==> src/rtl/rr_arb8_pkg.sv <==
// Shared constants, FSM encoding and index helper for the 8-way round-robin arbiter.
package rr_arb8_pkg;

  localparam int N_REQ = 8;
  localparam int ID_W  = 3;

  typedef enum logic {
    ST_IDLE  = 1'b0,
    ST_GRANT = 1'b1
  } state_t;

  // Requester indices live on a ring of N_REQ; a 3-bit add wraps 7 -> 0 for free.
  function automatic logic [ID_W-1:0] id_next(input logic [ID_W-1:0] id);
    return id + 3'd1;
  endfunction

endpackage

==> src/rtl/Or8Way.sv <==
// Eight-input OR gate: out is high when any input bit is high.
module Or8Way (
  input  logic [7:0] in,
  output logic       out
);

  assign out = |in;

endmodule

==> src/rtl/rr_pick8.sv <==
// Round-robin pick: rotate requests so ptr sits at bit 0, take the lowest set bit,
// rotate the winner back. An optional index can be excluded from the search.
module rr_pick8
  import rr_arb8_pkg::*;
(
  input  logic [N_REQ-1:0] req,
  input  logic [ID_W-1:0]  ptr,
  input  logic             excl_en,
  input  logic [ID_W-1:0]  excl_id,
  output logic [N_REQ-1:0] pick,
  output logic [ID_W-1:0]  pick_id,
  output logic             pick_valid
);

  logic [N_REQ-1:0] cand;
  logic [N_REQ-1:0] rot;
  logic [ID_W-1:0]  rot_idx;

  genvar gi;
  generate
    for (gi = 0; gi < N_REQ; gi++) begin : g_rot
      assign cand[gi] = req[gi] & ~(excl_en && (excl_id == ID_W'(gi)));
      assign rot[gi]  = cand[ID_W'(gi) + ptr];
    end
  endgenerate

  always_comb begin
    rot_idx = '0;
    for (int i = N_REQ - 1; i >= 0; i--) begin
      if (rot[i]) rot_idx = ID_W'(i);
    end
  end

  assign pick_valid = |cand;
  assign pick_id    = rot_idx + ptr;
  assign pick       = pick_valid ? (N_REQ'(1) << pick_id) : '0;

endmodule

==> src/rtl/rr_arb8.sv <==
// 8-requester round-robin arbiter with registered one-hot grant and optional
// per-tenure hold limit (HOLD_MAX cycles while others wait; 0 = unlimited).
module rr_arb8
  import rr_arb8_pkg::*;
#(
  parameter int HOLD_MAX = 0
) (
  input  logic       clk,
  input  logic       rst_n,
  input  logic [7:0] req,
  output logic [7:0] gnt,
  output logic [2:0] gnt_id,
  output logic       gnt_valid,
  output logic       any_req
);

  localparam int HC_W = (HOLD_MAX < 2) ? 1 : $clog2(HOLD_MAX + 1);
  localparam logic [HC_W-1:0] HOLD_LAST = (HOLD_MAX == 0) ? '0 : HC_W'(HOLD_MAX - 1);

  state_t           state_q;
  logic [ID_W-1:0]  ptr_q;
  logic [HC_W-1:0]  hold_cnt_q;
  logic [N_REQ-1:0] gnt_q;
  logic [ID_W-1:0]  gnt_id_q;
  logic             gnt_valid_q;

  logic [N_REQ-1:0] pick;
  logic [ID_W-1:0]  pick_id;
  logic             pick_valid;
  logic             timeout;

  Or8Way u_any (
    .in  (req),
    .out (any_req)
  );

  // While granted, the current owner is excluded so a release or timeout always
  // hands over to someone else; with the owner's bit low this changes nothing.
  rr_pick8 u_pick (
    .req        (req),
    .ptr        (ptr_q),
    .excl_en    (state_q == ST_GRANT),
    .excl_id    (gnt_id_q),
    .pick       (pick),
    .pick_id    (pick_id),
    .pick_valid (pick_valid)
  );

  assign timeout = (HOLD_MAX != 0) && (hold_cnt_q == HOLD_LAST);

  always_ff @(posedge clk or negedge rst_n) begin
    if (!rst_n) begin
      state_q     <= ST_IDLE;
      ptr_q       <= '0;
      hold_cnt_q  <= '0;
      gnt_q       <= '0;
      gnt_id_q    <= '0;
      gnt_valid_q <= 1'b0;
    end else begin
      case (state_q)
        ST_IDLE: begin
          if (any_req) begin
            state_q     <= ST_GRANT;
            gnt_q       <= pick;
            gnt_id_q    <= pick_id;
            gnt_valid_q <= 1'b1;
            ptr_q       <= id_next(pick_id);
            hold_cnt_q  <= '0;
          end
        end
        ST_GRANT: begin
          if (!req[gnt_id_q] || timeout) begin
            if (pick_valid) begin
              gnt_q       <= pick;
              gnt_id_q    <= pick_id;
              ptr_q       <= id_next(pick_id);
              hold_cnt_q  <= '0;
            end else if (!req[gnt_id_q]) begin
              state_q     <= ST_IDLE;
              gnt_q       <= '0;
              gnt_valid_q <= 1'b0;
            end else begin
              // Timed out with nobody waiting: keep the grant, start a fresh window.
              hold_cnt_q  <= '0;
            end
          end else if (hold_cnt_q != HOLD_LAST) begin
            hold_cnt_q <= hold_cnt_q + 1'b1;
          end
        end
        default: state_q <= ST_IDLE;
      endcase
    end
  end

  assign gnt       = gnt_q;
  assign gnt_id    = gnt_id_q;
  assign gnt_valid = gnt_valid_q;

endmodule

==> config.mk <==
export PLATFORM = sky130hd
export DESIGN_NAME = rr_arb8
export DESIGN_NICKNAME = d
export VERILOG_FILES = /design/src/rtl/rr_arb8_pkg.sv /design/src/rtl/Or8Way.sv /design/src/rtl/rr_pick8.sv /design/src/rtl/rr_arb8.sv
export SDC_FILE = /design/constraint.sdc
export NUM_CORES = 1
export LEC_CHECK = 0
export CAP_MARGIN = 20
export CORE_MARGIN = 2
export CORE_UTILIZATION = 31
export CTS_CLUSTER_DIAMETER = 120
export DETAILED_ROUTE_END_ITERATION = 10
export PLACE_DENSITY = 0.55
export SLEW_MARGIN = 20
export SYNTH_ARGS = -nofsm -noshare
export SYNTH_HDL_FRONTEND = slang
export SYNTH_SLANG_ARGS = --single-unit
export TNS_END_PERCENT = 50
==> constraint.sdc <==
create_clock -name clk -period 6.5 [get_ports clk]
set_input_delay 0.65 -clock clk [delete_from_list [all_inputs] [get_ports clk]]
set_output_delay 0.65 -clock clk [all_outputs]
set_load 0.02 [all_outputs]
==> flow.log <==
[report] implementation figures
INFO  metric clock_tree_from_tritoncts = built
INFO  metric die_area = 0.00620 mm²
INFO  metric worstSetupStartpointType = flip-flop
INFO  metric min_from = gnt[7]
INFO  metric route.met2.wl = 2050 µm
INFO  metric yosysTopAreaCell = sky130_fd_sc_hd__dfrtp_1
INFO  metric placement_rows = 27
INFO  metric dpl_cell_area = 0.00197 mm²
INFO  metric post_cts_buffers = 0
INFO  metric mappedNetlistArea = 0.00173 mm²
INFO  metric initial_utilization = 31.8%
INFO  metric timing_max_transition_violations_final = 0
INFO  metric route.detailed.vias_per_inst = 5.56
INFO  metric crit_arrival = 5080 ps
INFO  metric worst_path_dominant_cell_family = adder cells
INFO  metric worst_hold_path_type = reg2reg
INFO  metric reg2reg_slack = 1570 ps
INFO  metric number_of_warning_messages_in_the_logs = 30
INFO  metric fin_crit = 4930 ps
INFO  metric rr_worst_depth = 15
INFO  metric ant_nets = 0
INFO  metric r2r_end = ptr_q[2]
INFO  metric synth-cells-yosys = 210
INFO  metric io_buffer_count = 22
INFO  metric nets_finish = 243
INFO  metric timing.final.crit_share = 75.9%
INFO  metric worst_slew_pin_slew = 755 ps
INFO  metric grt_start_max_net_pins = 21
INFO  metric htree_num_levels = 1
INFO  metric finalNonFillerCells = 295
INFO  metric met1_usage = 20.6%
INFO  metric syn_nets = 229
INFO  metric total_cell_area_reported_by_yosys_after_synthesis = 0.00173 mm²
INFO  metric finalClockSkew = 6.49 ps
INFO  metric avg_synthesized_cell_area = 8.24 µm²
INFO  metric dp_hpwl = 3360 µm
INFO  metric hold_buffers = 0
INFO  metric busiest_metal_layer_after_global_routing = met2
INFO  metric floorplan.die.width = 78.7 µm
INFO  metric worstSetupEndpoint = ptr_q[2]
INFO  metric critical_path_depth = 15
INFO  metric cts.root.buffer_cell = sky130_fd_sc_hd__clkbuf_8
INFO  metric routedWlPerCell = 15.0 µm
INFO  metric clkTransAtPathRegs = 70 ps
INFO  metric synth_top_area_share = 23.1%
INFO  metric drc = 0
INFO  metric globalRouteMet2Util = 23.4%
INFO  metric core_region_area = 0.00544 mm²
INFO  metric synth-edff-count = 0
INFO  metric leading_post_synthesis_cells_by_cell_area = sky130_fd_sc_hd__dfrtp_1, sky130_fd_sc_hd__o32ai_1, sky130_fd_sc_hd__nor3_1
INFO  metric finish.instance_area = 0.00202 mm²
INFO  metric postSynthCellCount = 210
INFO  metric detail_route.first_pass.iterations = 4
INFO  metric status = completed
INFO  metric detailroute.wirelength.met3 = 173 µm
INFO  metric routedLengthMet1 = 2170 µm
INFO  metric grt_pass1_wl = 7200 µm
INFO  metric critPathSlowestCell = sky130_fd_sc_hd__dfrtp_1
INFO  metric timing.critical_path.cells = inv_1 > ha_1 > o32ai_1 > nor3_1 > or4_1 > o21bai_1 > a21oi_1 > o31ai_1 > ha_1 > inv_1 > fa_1 > xnor2_1 > xnor2_1 > ha_1 > mux2_2
INFO  metric fillerInstances = 565
INFO  metric ys.flop_type = sky130_fd_sc_hd__dfrtp_1
INFO  metric critical_path.startpoint = ptr_q[0]
INFO  metric critPathBufInv = 2
INFO  metric worst_skew_pair.late_latency = 250 ps
INFO  metric cell_count_after_placement = 291
INFO  metric ys_top_cells_by_count = sky130_fd_sc_hd__nand2_1, sky130_fd_sc_hd__nor3_1, sky130_fd_sc_hd__dfrtp_1, sky130_fd_sc_hd__o32ai_1, sky130_fd_sc_hd__inv_1
INFO  metric cts_max_path_buffers = 2
INFO  metric area.growth.synth_to_final = 16.8%
INFO  metric detailedRoute.firstIterationViolations = 104
INFO  metric max_slew_margin = 49.5%
INFO  metric worstReg2RegStart = ptr_q[0]
INFO  metric cts-buffers-inserted = 3
INFO  metric finalSetupViolations = 0
INFO  metric req_time_crit_path = 6640 ps
INFO  metric ant_cells = 0
INFO  metric grt.overflow.total = 0
INFO  metric clock_sink_count = 16
INFO  metric grt_setup_unrepaired = false
INFO  metric grt_antenna_before_repair = 0
INFO  metric grt_usage = 14.6%
INFO  metric minimum_hold_slack = 488 ps
INFO  metric vias_in_the_first_global_route = 1490
INFO  metric critical_path.most_common_cell = sky130_fd_sc_hd__ha_1
INFO  metric hold_violations = 0
INFO  metric layout_top_cells_excl_fill_tap = sky130_fd_sc_hd__nand2_1, sky130_fd_sc_hd__nor3_1, sky130_fd_sc_hd__clkdlybuf4s50_1, sky130_fd_sc_hd__o32ai_1, sky130_fd_sc_hd__dfrtp_1
INFO  metric routability_congestion_estimate = 0.840
INFO  metric synth_dominant_cell_count = sky130_fd_sc_hd__nand2_1
INFO  metric critical_path.max_fanout = 19
INFO  metric post_cts_resized = 0
==> logic make-up (layout without fill, tap and decap cells) <==
| kind of cell | count (synthesis) | count (layout) | synth area share [%] |
|---|---|---|---|
| AND/OR/NAND/NOR | 99 | 99 | 32.0 |
| multiplexers | 6 | 6 | 6.44 |
| adder cells (fa/ha/maj) | 10 | 10 | 7.52 |
| buffers and inverters | 29 | 42 | 8.17 |
| AND-OR/OR-AND | 42 | 42 | 18.7 |
| flip-flops | 16 | 16 | 23.1 |
| XOR/XNOR | 8 | 8 | 4.05 |
==> metrics by stage <==
stage	utilization [%]	worst slack [ps]
after floorplan	-	1810
after global placement	36.2	1710
after detailed placement	36.2	1580
after CTS	37.2	1560
after global routing	37.2	1150
final	37.2	1570
==> tightest hold or removal path, stage by stage, from the launching register on <==
cell	delay, ps
sky130_fd_sc_hd__dfrtp_1	340
sky130_fd_sc_hd__nand2_1	50
sky130_fd_sc_hd__o21ai_0	60
==> sequential cells by signal, indices dropped and copies added (netlist names) <==
name / flops
gnt_valid: 1
ptr_q: 3
gnt_id: 3
gnt: 8
state_q: 1
==> worst min-delay path by stage <==
| stage | end | slack [ps] | cells after the start |
|---|---|---|---|
| after global routing | gnt[0] | 540 | 1 |
| final | gnt[7] | 490 | 2 |
| after global placement | gnt[7] | 470 | 2 |
| after CTS | gnt[7] | 490 | 2 |
| after detailed placement | gnt[7] | 480 | 2 |
| after floorplan | gnt[0] | 350 | 0 |
==> layout make-up <==
class / instances / area, µm² / area share, %
well taps: 72 / 90.1 / 4.46
multi-input cells: 165 / 1190 / 58.8
repair buffers: 24 / 235 / 11.6
inverters: 14 / 52.6 / 2.60
clock buffers: 4 / 55.1 / 2.72
flip-flops and latches: 16 / 400 / 19.8
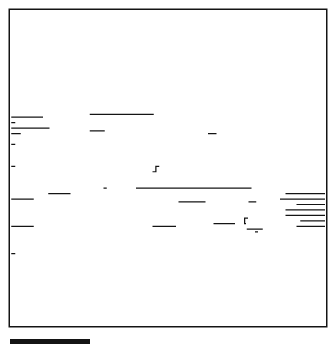
*Met3 routing*
The bar under the picture is 20 µm long.
26 nets have wire on it. The wires run mostly horizontal. The layer carries 174 µm of wire. The layer holds 3.9% of the routed length.
GR Layer Usage met3: 1.59%
via count: 1641
total wire length after detailed routing: 4420 µm

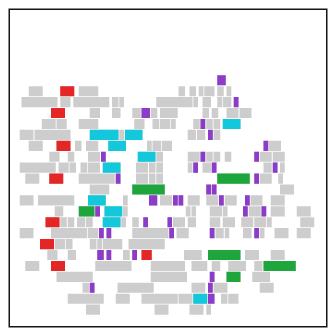
*Selected gate families*
Red shows non-inverting ao/oa cells, cells 8, most used a221o_1. Cyan shows fa/ha/maj cells, cells 10, most used ha_1. Purple shows nand cells, cells 38, most used nand2_1. Green shows mux cells, cells 6, most used mux4_2.
Comb area share: 58.8%
dominant logic cell type in the layout: sky130_fd_sc_hd__nand2_1

